**config.mk**
```make
export PLATFORM = sky130hd
export DESIGN_NAME = booth_serial_mac_flat
export DESIGN_NICKNAME = d
export VERILOG_FILES = /design/src/rtl/booth_serial_mac_if.sv /design/src/rtl/booth_serial_mac.sv /design/src/flat_wrapper.sv
export SDC_FILE = /design/constraint.sdc
export NUM_CORES = 1
export LEC_CHECK = 0
export CORE_ASPECT_RATIO = 0.9
export CORE_UTILIZATION = 40
export DETAILED_ROUTE_END_ITERATION = 10
export PLACE_DENSITY = 0.67
export REMOVE_ABC_BUFFERS = 1
export SETUP_SLACK_MARGIN = 0.05
export SYNTH_ARGS = -nofsm -noshare
export SYNTH_HDL_FRONTEND = slang
export SYNTH_SLANG_ARGS = --single-unit
```
**constraint.sdc**
```tcl
create_clock -name clk -period 7.5 [get_ports clk]
set_input_delay 1.5 -clock clk [delete_from_list [all_inputs] [get_ports clk]]
set_output_delay 1.5 -clock clk [all_outputs]
set_load 0.05 [all_outputs]
```
**src/rtl/booth_serial_mac_if.sv**
```systemverilog
// booth_serial_mac_if: operand, handshake and result bundle for the serial Booth MAC.
interface booth_serial_mac_if #(
  parameter int WIDTH = 8
);
  logic                 start;
  logic [WIDTH-1:0]     x_out;
  logic [WIDTH-1:0]     x_bar;
  logic [WIDTH:0]       x_shift;
  logic [WIDTH-1:0]     y;
  logic                 busy;
  logic                 done;
  logic [2:0]           digit;
  logic [2*WIDTH-1:0]   product;
  modport master (
    output start, x_out, x_bar, x_shift, y,
    input  busy, done, digit, product
  );
  modport slave (
    input  start, x_out, x_bar, x_shift, y,
    output busy, done, digit, product
  );
endinterface

```
**src/rtl/booth_serial_mac.sv**
```systemverilog
// booth_serial_mac: serial radix-4 Booth multiplier, one Booth digit per cycle.
module booth_serial_mac #(
  parameter int WIDTH = 8
) (
  input logic clk,
  input logic rst,
  booth_serial_mac_if.slave bus
);
  localparam int CW = $clog2(WIDTH / 2);
  typedef enum logic [1:0] {IDLE, RUN, DONE} state_t;
  state_t state;
  logic [CW-1:0] cnt;
  logic [WIDTH:0] rec;
  logic [WIDTH+1:0] acc_hi, pp, sum, hi_next;
  logic [WIDTH-1:0] acc_lo, lo_next;
  logic [2:0] b, d;
  assign b = rec[2:0];
  // Negative digits add the inverted multiplicand and supply the +1 via carry-in.
  always_comb begin
    d = b == 3'b011 ? 3'b010 :
        b == 3'b100 ? 3'b110 :
        (b == 3'b001 || b == 3'b010) ? 3'b001 :
        (b == 3'b101 || b == 3'b110) ? 3'b111 : 3'b000;
    pp = d == 3'b001 ? {{2{bus.x_out[WIDTH-1]}}, bus.x_out} :
         d == 3'b010 ? {bus.x_shift[WIDTH], bus.x_shift} :
         d == 3'b110 ? {bus.x_bar[WIDTH-1], bus.x_bar, 1'b1} :
         d == 3'b111 ? {{2{bus.x_bar[WIDTH-1]}}, bus.x_bar} : '0;
    sum = acc_hi + pp + (WIDTH+2)'(d[2]);
    hi_next = {{2{sum[WIDTH+1]}}, sum[WIDTH+1:2]};
    lo_next = {sum[1:0], acc_lo[WIDTH-1:2]};
  end
  assign bus.digit = state == RUN ? d : 3'b000;
  always_ff @(posedge clk or negedge rst)
    if (!rst) begin
      state       <= IDLE;
      bus.busy    <= 1'b0;
      bus.done    <= 1'b0;
      bus.product <= '0;
      cnt         <= '0;
      rec         <= '0;
      acc_hi      <= '0;
      acc_lo      <= '0;
    end else begin
      bus.done <= 1'b0;
      if (state != RUN) begin
        state    <= bus.start ? RUN : IDLE;
        bus.busy <= bus.start;
        if (bus.start) begin
          rec    <= {bus.y, 1'b0};
          acc_hi <= '0;
          acc_lo <= '0;
          cnt    <= '0;
        end
      end else begin
        rec    <= {{2{rec[WIDTH]}}, rec[WIDTH:2]};
        acc_hi <= hi_next;
        acc_lo <= lo_next;
        cnt    <= cnt + 1'b1;
        if (cnt == CW'(WIDTH / 2 - 1)) begin
          state       <= DONE;
          bus.busy    <= 1'b0;
          bus.done    <= 1'b1;
          bus.product <= {hi_next[WIDTH-1:0], lo_next};
        end
      end
    end
endmodule
```
**src/flat_wrapper.sv**
```systemverilog
// flat-port wrapper written by rule: the top's interface ports become plain ports
module booth_serial_mac_flat 
#(
  parameter int WIDTH = 8
)
  (clk, rst, bus_start, bus_x_out, bus_x_bar, bus_x_shift, bus_y, bus_busy, bus_done, bus_digit, bus_product);
  booth_serial_mac_if #(.WIDTH(WIDTH)) bus_i ();
  input logic clk;
  input logic rst;
  input wire logic [$bits(bus_i.start)-1:0] bus_start;
  input wire logic [$bits(bus_i.x_out)-1:0] bus_x_out;
  input wire logic [$bits(bus_i.x_bar)-1:0] bus_x_bar;
  input wire logic [$bits(bus_i.x_shift)-1:0] bus_x_shift;
  input wire logic [$bits(bus_i.y)-1:0] bus_y;
  output wire logic [$bits(bus_i.busy)-1:0] bus_busy;
  output wire logic [$bits(bus_i.done)-1:0] bus_done;
  output wire logic [$bits(bus_i.digit)-1:0] bus_digit;
  output wire logic [$bits(bus_i.product)-1:0] bus_product;
  assign bus_i.start = bus_start;
  assign bus_i.x_out = bus_x_out;
  assign bus_i.x_bar = bus_x_bar;
  assign bus_i.x_shift = bus_x_shift;
  assign bus_i.y = bus_y;
  assign bus_busy = bus_i.busy;
  assign bus_done = bus_i.done;
  assign bus_digit = bus_i.digit;
  assign bus_product = bus_i.product;
  booth_serial_mac #(.WIDTH(WIDTH)) u_core (.clk(clk), .rst(rst), .bus(bus_i));
endmodule
```
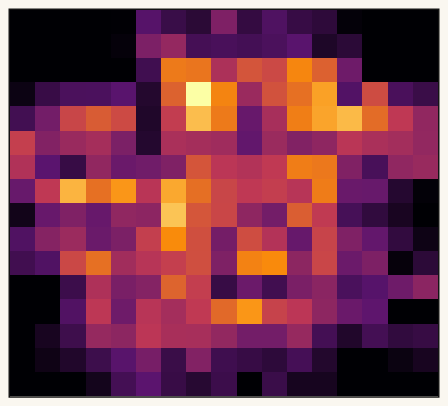
Figure 1: run 1, signal metal coverage by tile.
The die is cut into 17 by 16 equal tiles; black is low, pale yellow is high, scaled to the fullest tile. Values are wire area over tile area, all layers added.
17% of the tiles are nearly empty. 23% of the tiles are over half the peak. The fullest tile reaches 0.40. The densest ninth of the die: middle.
All-Layer GR Usage: 0.166
Via Count: 2116
routed len/inst: 13.2 µm
final wirelength: 5520 µm

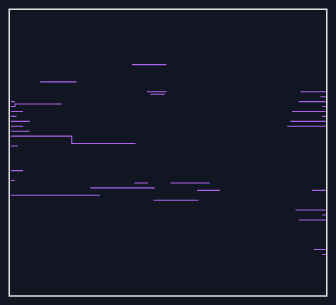
Figure 2: run 1, signal wires on met3.
The layer holds 4.4% of the routed length. The layer carries 242 µm of wire. 31 nets have wire on it. The longest straight run is 24.1 µm.

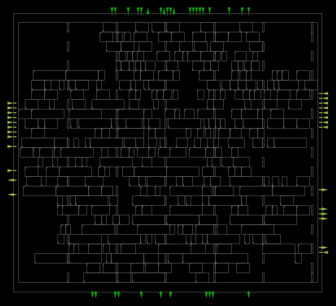
Figure 3: run 1, placed standard cells.
flop count: 44
filler instances: 584
fin cells: 418
TAP cells: 87

==> results_dict.tcl, run 1 <==
# metrics dict for downstream scripts
set metrics [dict create \
    wl_met1_um 2670 \
    ys_sh_adder 0.0661 \
    clock_area_frac 0.0286 \
    p_per_area_nw_per_um2 517 \
    fp_util 0.420 \
    flop_cell "dfrtp_1" \
    power.total_w 0.00170 \
    crit_type "flip-flop to primary output" \
    worstReg2RegStart "u_core.rec[0]$_DFFE_PN0P_" \
    nNonClkBuffers 57 \
    flop_area_um2 1100 \
    area_dominant_class "multi-input combinational cells" \
    gr-usage-met1 0.238 \
    ys.warnings.count 0 \
    grtUsageMet2 0.261 \
    cts.sink_count 44 \
    inverters 9 \
    cp.arrival_ps 2790 \
    root_buffer "clkbuf_8" \
    top_logic_kind "AND-OR/OR-AND gates" \
    hold_ws_ps 477 \
    netlist_instances 284 \
    antenna_found_initial 0 \
    diodes 0 \
    clockPowerShare 0.090 \
    ys_cells 284 \
    max_stage_delay_ps 930 \
    pre_cts_ws_ps 3390 \
    avgViaCountPerCell 5.06 \
    yosysUniqueCellTypes 41 \
    overflow 0 \
    skew_ps 7.45 \
    routed-wl-met2_um 2590 \
    cp_max_fo 24 \
    period_used_share 0.573 \
    crit_buf_inv 1 \
    cts_resized 0 \
    yosysChipArea_um2 2610 \
    reg2regPathDepth 11 \
    async_reset_ff_frac 1.00 \
    crit_end "bus_digit[1]" \
    grt_setup_unrepaired "false" \
    dp_hpwl_um 3900 \
    holdBufCountCts 0 \
    p_seq_w 0.000470 \
    synth_flops 44 \
    power.internal_w 0.000850 \
    slowest_stage "dfrtp_1" \
    p_switching_w 0.000845 \
    postSynthSeqShare 0.422 \
    clk_pin_slew_ps 70 \
    yosysMostFrequentCell "nand2_1" \
    worst_slew_pin_slew_ps 980 \
    largest_reg_flops 16 \
    detail-route-antenna-nets 0 \
    boundaryPins 57 \
    outcome "finished, final reports clean" \
    timing.fmax_ghz 0.233 \
    sh_seq_area 0.336 \
    edf_count 0 \
    netlist_top_cells_count "nand2_1, dfrtp_1, o21ai_0" \
    postCtsSetupRepairBufs 0 \
    design_area_um2 3280 \
    die_h_um 78.7 \
    ctsHtreeMaxLevel 2 \
    place_inst 410 \
    drive_above_1_share 0.0876 \
    cts_buffers 5 \
    min_from "u_core.bus.product[15]$_DFFE_PN0P_" \
    ys_sh_simple 0.171 \
    dr_wl_met3_um 242 \
    nonClkBufAreaFrac 0.172 \
    critPathRequiredTime_ps 6000 \
    num-clock-buffers 7 \
    grt_pass1_vias 1896 \
    mux_share 0.0910 \
    compound_area_frac 0.172 \
    worstSetupStartpointType "flip-flop" \
    area_leaders "dfrtp_1, nand2_1, o21ai_0" \
    relSlewSlack 0.344 \
    hold_class "flip-flop to flip-flop" \
    max-vdd-ir-drop_uv 215 \
    top_layer "met4" \
    hold_viol 0 \
    grt_pass1_wl_um 9090 \
    regToRegSetupSlack_ps 4290 \
    drv_cap 0 \
    grt_max_degree 45 \
    clkLatencyLatePin_ps 290 \
    finish.utilization 0.527 \
    regToRegEndpoint "u_core.bus.product[14]$_DFFE_PN0P_" \
    hold-path-cell-count 2 \
]
Figure 4. Sequential cells coloured by netlist name (run 1).
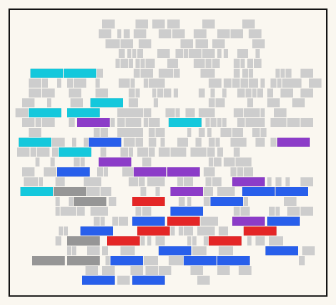

==> run 1 -> run 2 <==
--- a/config.mk
+++ b/config.mk
@@ -8,7 +8,7 @@
 export CORE_ASPECT_RATIO = 0.9
 export CORE_UTILIZATION = 40
 export DETAILED_ROUTE_END_ITERATION = 10
-export PLACE_DENSITY = 0.67
+export PLACE_DENSITY = 0.69
 export REMOVE_ABC_BUFFERS = 1
 export SETUP_SLACK_MARGIN = 0.05
 export SYNTH_ARGS = -nofsm -noshare
==> constraint.sdc (replaced) <==
create_clock -name clk -period 3.6 [get_ports clk]
set_input_delay 0.72 -clock clk [delete_from_list [all_inputs] [get_ports clk]]
set_output_delay 0.72 -clock clk [all_outputs]
set_load 0.05 [all_outputs]
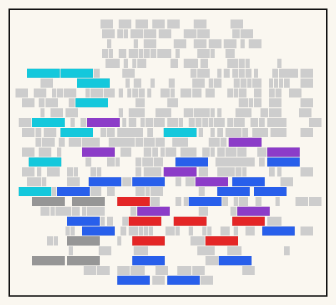
Figure 5: run 2, sequential cells coloured by netlist name.
Purple is `u_core.acc_hi`, sequential cells 8. Blue is `u_core.bus.product`, sequential cells 16. Red is `u_core.acc_lo`, sequential cells 6, where bottom middle. Cyan is `u_core.rec`, sequential cells 9.
Another 5 sequential cells are not coloured.
Storage cell area: 1100 µm²
post-layout util: 0.534

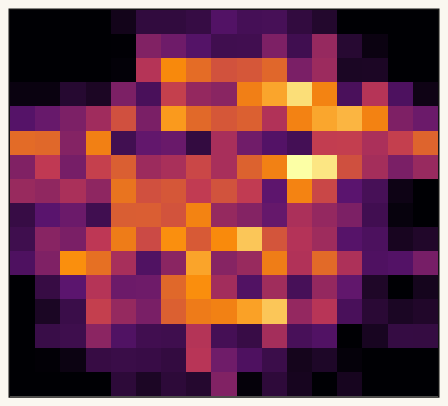
Figure 6: run 2, signal metal coverage by tile.
The die is cut into 17 by 16 equal tiles; black is low, pale yellow is high, scaled to the fullest tile. Values are wire area over tile area, all layers added.
16% of the tiles are nearly empty. The mean over all tiles is 0.13. 25% of the tiles are over half the peak.
All-Layer GR Usage: 0.175
final wirelength: 5650 µm
routed len/inst: 13.4 µm
Via Count: 2167

==> run 2 against run 1 <==
Net effect:
- via count increased by 2.4%
- critical path type unchanged
- utilization is 0.64 points higher
- die area did not move
- non-clock buffer count is 3 higher
- flip-flop count unchanged
- wire length is 2.5% higher
- worst hold slack better by 2.9 ps
- combinational power is 120% higher
- critical path depth is the same
- worst setup slack worse by 2800 ps
- highest routed layer unchanged
- cell area rose by 1.2%
==> results_dict.tcl, run 2 <==
# metrics dict for downstream scripts
set metrics [dict create \
    grtUsageMet2 0.286 \
    hold_class "flip-flop to flip-flop" \
    top_logic_kind "AND-OR/OR-AND gates" \
    overflow 0 \
    async_reset_ff_frac 1.00 \
    placed_area_um2 3210 \
    worst_slew_pin_slew_ps 960 \
    nNonClkBuffers 60 \
    area_leaders "dfrtp_1, nand2_1, o21ai_0" \
    p_switching_w 0.00179 \
    root_buffer "clkbuf_8" \
    gr-usage-met1 0.233 \
    hold_ws_ps 479 \
    ys.warnings.count 0 \
    synth_flops 44 \
    regToRegSetupSlack_ps 730 \
    mux_share 0.0910 \
    seq_cells 44 \
    sh_seq_area 0.332 \
    power.internal_w 0.00184 \
    ctsHtreeMaxLevel 2 \
    critPathRequiredTime_ps 2880 \
    power.total_w 0.00362 \
    fin_ws_ps 439 \
    cp.arrival_ps 2440 \
    fillers 589 \
    cp_max_fo 11 \
    max_stage_delay_ps 830 \
    ys_cells 284 \
    detail-route-antenna-nets 0 \
    period_used_share 0.878 \
    drt_first_pass_iters 4 \
    place_inst 413 \
    num-clock-buffers 5 \
    grt_pass1_vias 2021 \
    drive_above_1_share 0.0988 \
    diodes 0 \
    grt_setup_unrepaired "false" \
    postSynthSeqShare 0.422 \
    hold_viol 0 \
    timing.fmax_ghz 0.316 \
    sh_comb_area 0.415 \
    nWellTaps 87 \
    die_h_um 78.7 \
    netlist_instances 284 \
    syn2layout_area_growth_pct 27.0 \
    postCtsSetupRepairBufs 0 \
    clock_path_buffers 2 \
    fin_cells 421 \
    routed-wl-met2_um 2740 \
    drv_cap 0 \
    p_per_area_nw_per_um2 1090 \
    yosysMostFrequentCell "nand2_1" \
    clock_area_frac 0.0336 \
    top_layer "met4" \
    relSlewSlack 0.358 \
    xor_area_frac 0.0268 \
    crit_buf_inv 1 \
    regToRegEndpoint "u_core.bus.product[15]$_DFFE_PN0P_" \
    ys_sh_simple 0.171 \
    clkLatencyLatePin_ps 300 \
    area_dominant_class "multi-input combinational cells" \
    edf_count 0 \
    yosysChipArea_um2 2610 \
    fp_util 0.420 \
    wl_met1_um 2580 \
    inverters 9 \
    antenna_found_initial 0 \
    cts_resized 0 \
    slowest_stage "clkdlybuf4s50_1" \
    boundaryPins 57 \
    crit_family "buffers and inverters" \
    dr_wl_met3_um 282 \
    nonClkBufAreaFrac 0.177 \
    grt_max_degree 45 \
    pre_cts_ws_ps 323 \
    outcome "finished, final reports clean" \
    crit_type "flip-flop to primary output" \
    p_seq_w 0.000925 \
    hold-path-cell-count 2 \
    max-vdd-ir-drop_uv 548 \
    compound_area_frac 0.172 \
    ys_sh_adder 0.0661 \
    top_area_cell "dfrtp_1" \
    yosysUniqueCellTypes 41 \
    worstSetupStartpointType "flip-flop" \
    largest_reg_flops 16 \
    clock_power_w 0.000377 \
    crit_end "bus_digit[1]" \
    clk_pin_slew_ps 80 \
    flop_cell "dfrtp_1" \
    power-top-group "combinational cells" \
    top_regs "u_core.bus.product (16), u_core.rec (9), u_core.acc_hi (8)" \
    die_w_um 87.2 \
    cp_num_cells 4 \
    min_from "u_core.bus.product[15]$_DFFE_PN0P_" \
    top_area_frac 0.422 \
    design_area_um2 3320 \
    cts.sink_count 44 \
    worstReg2RegStart "u_core.rec[0]$_DFFE_PN0P_" \
    switching_share 0.493 \
    dp_hpwl_um 4090 \
    avgViaCountPerCell 5.15 \
    grt_pass1_wl_um 9370 \
    skew_ps 4.40 \
    clockPowerShare 0.104 \
    holdBufCountCts 0 \
    reg2regPathDepth 10 \
    cts_buffers 5 \
    netlist_top_cells_count "nand2_1, dfrtp_1, o21ai_0" \
]
==> run 2 -> run 3 <==
--- a/config.mk
+++ b/config.mk
@@ -5,6 +5,7 @@
 export SDC_FILE = /design/constraint.sdc
 export NUM_CORES = 1
 export LEC_CHECK = 0
+export CAP_MARGIN = 5
 export CORE_ASPECT_RATIO = 0.9
 export CORE_UTILIZATION = 40
 export DETAILED_ROUTE_END_ITERATION = 10
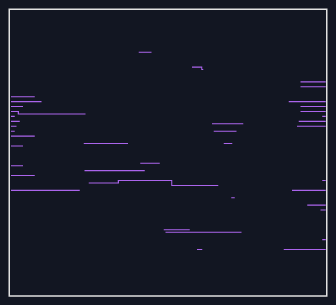
Figure 7: run 3, signal wires on met3.
The layer carries 283 µm of wire. 36 nets have wire on it. The layer holds 5.0% of the routed length.
met3 Resource Use GR: 0.0389

==> run 3 against run 2 <==
Net effect:
- via count unchanged
- critical path depth unchanged
- count of clock-buffer cells in the layout unchanged
- worst setup slack unchanged
- wire length unchanged
- die area is the same
- critical endpoint unchanged
- largest cell class unchanged
- highest routed layer unchanged
==> results_dict.tcl, run 3 <==
# metrics dict for downstream scripts
set metrics [dict create \
    top_logic_kind "AND-OR/OR-AND gates" \
    die_w_um 87.2 \
    pre_cts_ws_ps 323 \
    dr_wl_met3_um 282 \
    num-clock-buffers 5 \
    area_leaders "dfrtp_1, nand2_1, o21ai_0" \
    design_area_um2 3320 \
    antenna_found_initial 0 \
    dp_hpwl_um 4090 \
    cp_num_cells 4 \
    gr-usage-met1 0.233 \
    power-top-group "combinational cells" \
    overflow 0 \
    period_used_share 0.878 \
    compound_area_frac 0.172 \
    yosysUniqueCellTypes 41 \
    drv_cap 0 \
    fin_cells 421 \
    holdBufCountCts 0 \
    crit_type "flip-flop to primary output" \
    cp_max_fo 11 \
    p_switching_w 0.00179 \
    cts_buffers 5 \
    outcome "finished, final reports clean" \
    boundaryPins 57 \
    grtUsageMet2 0.286 \
    nWellTaps 87 \
    syn2layout_area_growth_pct 27.0 \
    async_reset_ff_frac 1.00 \
    area_dominant_class "multi-input combinational cells" \
    routedWlPerCell_um 13.4 \
    routed-wl-met2_um 2740 \
    drive_above_1_share 0.0988 \
    cts.sink_count 44 \
    top_area_cell "dfrtp_1" \
    max-vdd-ir-drop_uv 548 \
    top_regs "u_core.bus.product (16), u_core.rec (9), u_core.acc_hi (8)" \
    seq_cells 44 \
    min_from "u_core.bus.product[15]$_DFFE_PN0P_" \
    edf_count 0 \
    grt_pass1_wl_um 9370 \
    hold_ws_ps 479 \
    max_stage_delay_ps 830 \
    drt_first_pass_iters 4 \
    drt-total-wl_um 5650 \
    ys_sh_adder 0.0661 \
    wl_met1_um 2580 \
    nonClkBufAreaFrac 0.177 \
    skew_ps 4.40 \
    die_h_um 78.7 \
    postCtsSetupRepairBufs 0 \
    placed_area_um2 3210 \
    netlist_instances 284 \
    worstSetupStartpointType "flip-flop" \
    regToRegSetupSlack_ps 730 \
    power.internal_w 0.00184 \
    clock_path_buffers 2 \
    vias 2167 \
    timing.fmax_ghz 0.316 \
    postSynthSeqShare 0.422 \
    clock_area_frac 0.0336 \
    fin_ws_ps 439 \
    largest_reg_flops 16 \
    top_layer "met4" \
    grt_pass1_vias 2021 \
    synth_flops 44 \
    sh_comb_area 0.415 \
    crit_buf_inv 1 \
    clkLatencyLatePin_ps 300 \
    hold_viol 0 \
    ys.warnings.count 0 \
    ctsHtreeMaxLevel 2 \
    grt_setup_unrepaired "false" \
    fillers 589 \
    hold-path-cell-count 2 \
    crit_end "bus_digit[1]" \
    p_comb_frac 0.641 \
    worst_slew_pin_slew_ps 960 \
    place_inst 413 \
    cts_tree "yes" \
    avgViaCountPerCell 5.15 \
    sh_seq_area 0.332 \
    ys_cells 284 \
    crit_family "buffers and inverters" \
    p_seq_w 0.000925 \
    netlist_top_cells_count "nand2_1, dfrtp_1, o21ai_0" \
    detail-route-antenna-nets 0 \
    fp_util 0.420 \
    cts_resized 0 \
    xor_area_frac 0.0268 \
    grt_usage 0.175 \
    diodes 0 \
    yosysMostFrequentCell "nand2_1" \
    top_area_frac 0.422 \
    ys_sh_simple 0.171 \
    nNonClkBuffers 60 \
    mux_share 0.0910 \
    cp.arrival_ps 2440 \
    regToRegEndpoint "u_core.bus.product[15]$_DFFE_PN0P_" \
    p_per_area_nw_per_um2 1090 \
    top_register "u_core.bus.product" \
    flop_cell "dfrtp_1" \
    relSlewSlack 0.358 \
    inverters 9 \
    clock_power_w 0.000377 \
    flop_area_um2 1100 \
    clockPowerShare 0.104 \
    root_buffer "clkbuf_8" \
    reg2regPathDepth 10 \
    grt_max_degree 45 \
    finish.utilization 0.534 \
]
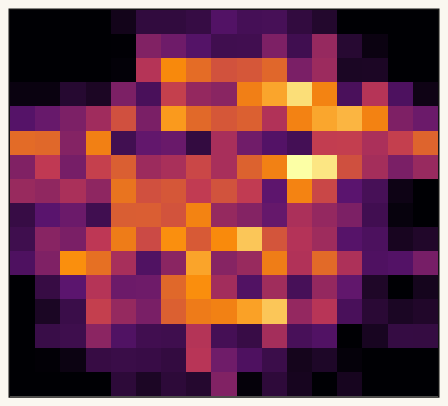
Figure 8: run 3, signal metal coverage by tile.
The die is cut into 17 by 16 equal tiles; black is low, pale yellow is high, scaled to the fullest tile. Values are wire area over tile area, all layers added.
25% of the tiles are over half the peak. The mean over all tiles is 0.13. 16% of the tiles are nearly empty. The fullest tile reaches 0.41. The densest ninth of the die: middle.


## Gallery

Wires at chosen ports, followed through buffers.
Plate I
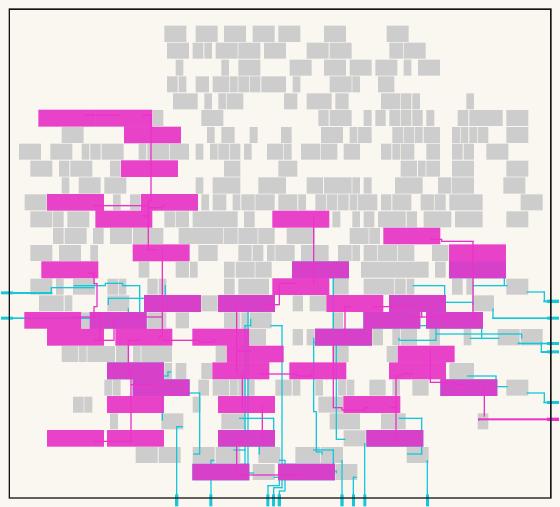
Plate II
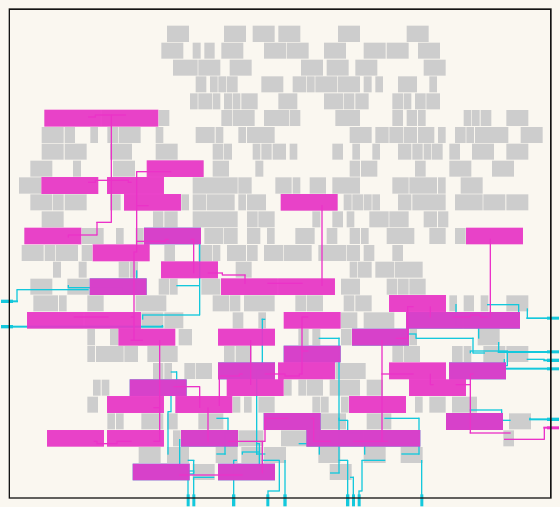
Plate I comes from run 2.
Plate II comes from run 1.

Key to Plate I:
Cyan is `bus_product`, direction output, edge 9 bottom, 5 right, 2 left, end cells 16, buffers 16, wire 414 µm. Magenta is `rst`, direction input, edge right, end cells 44, buffers 1, wire 299 µm.

Power is estimated from default activity; no workload was simulated.
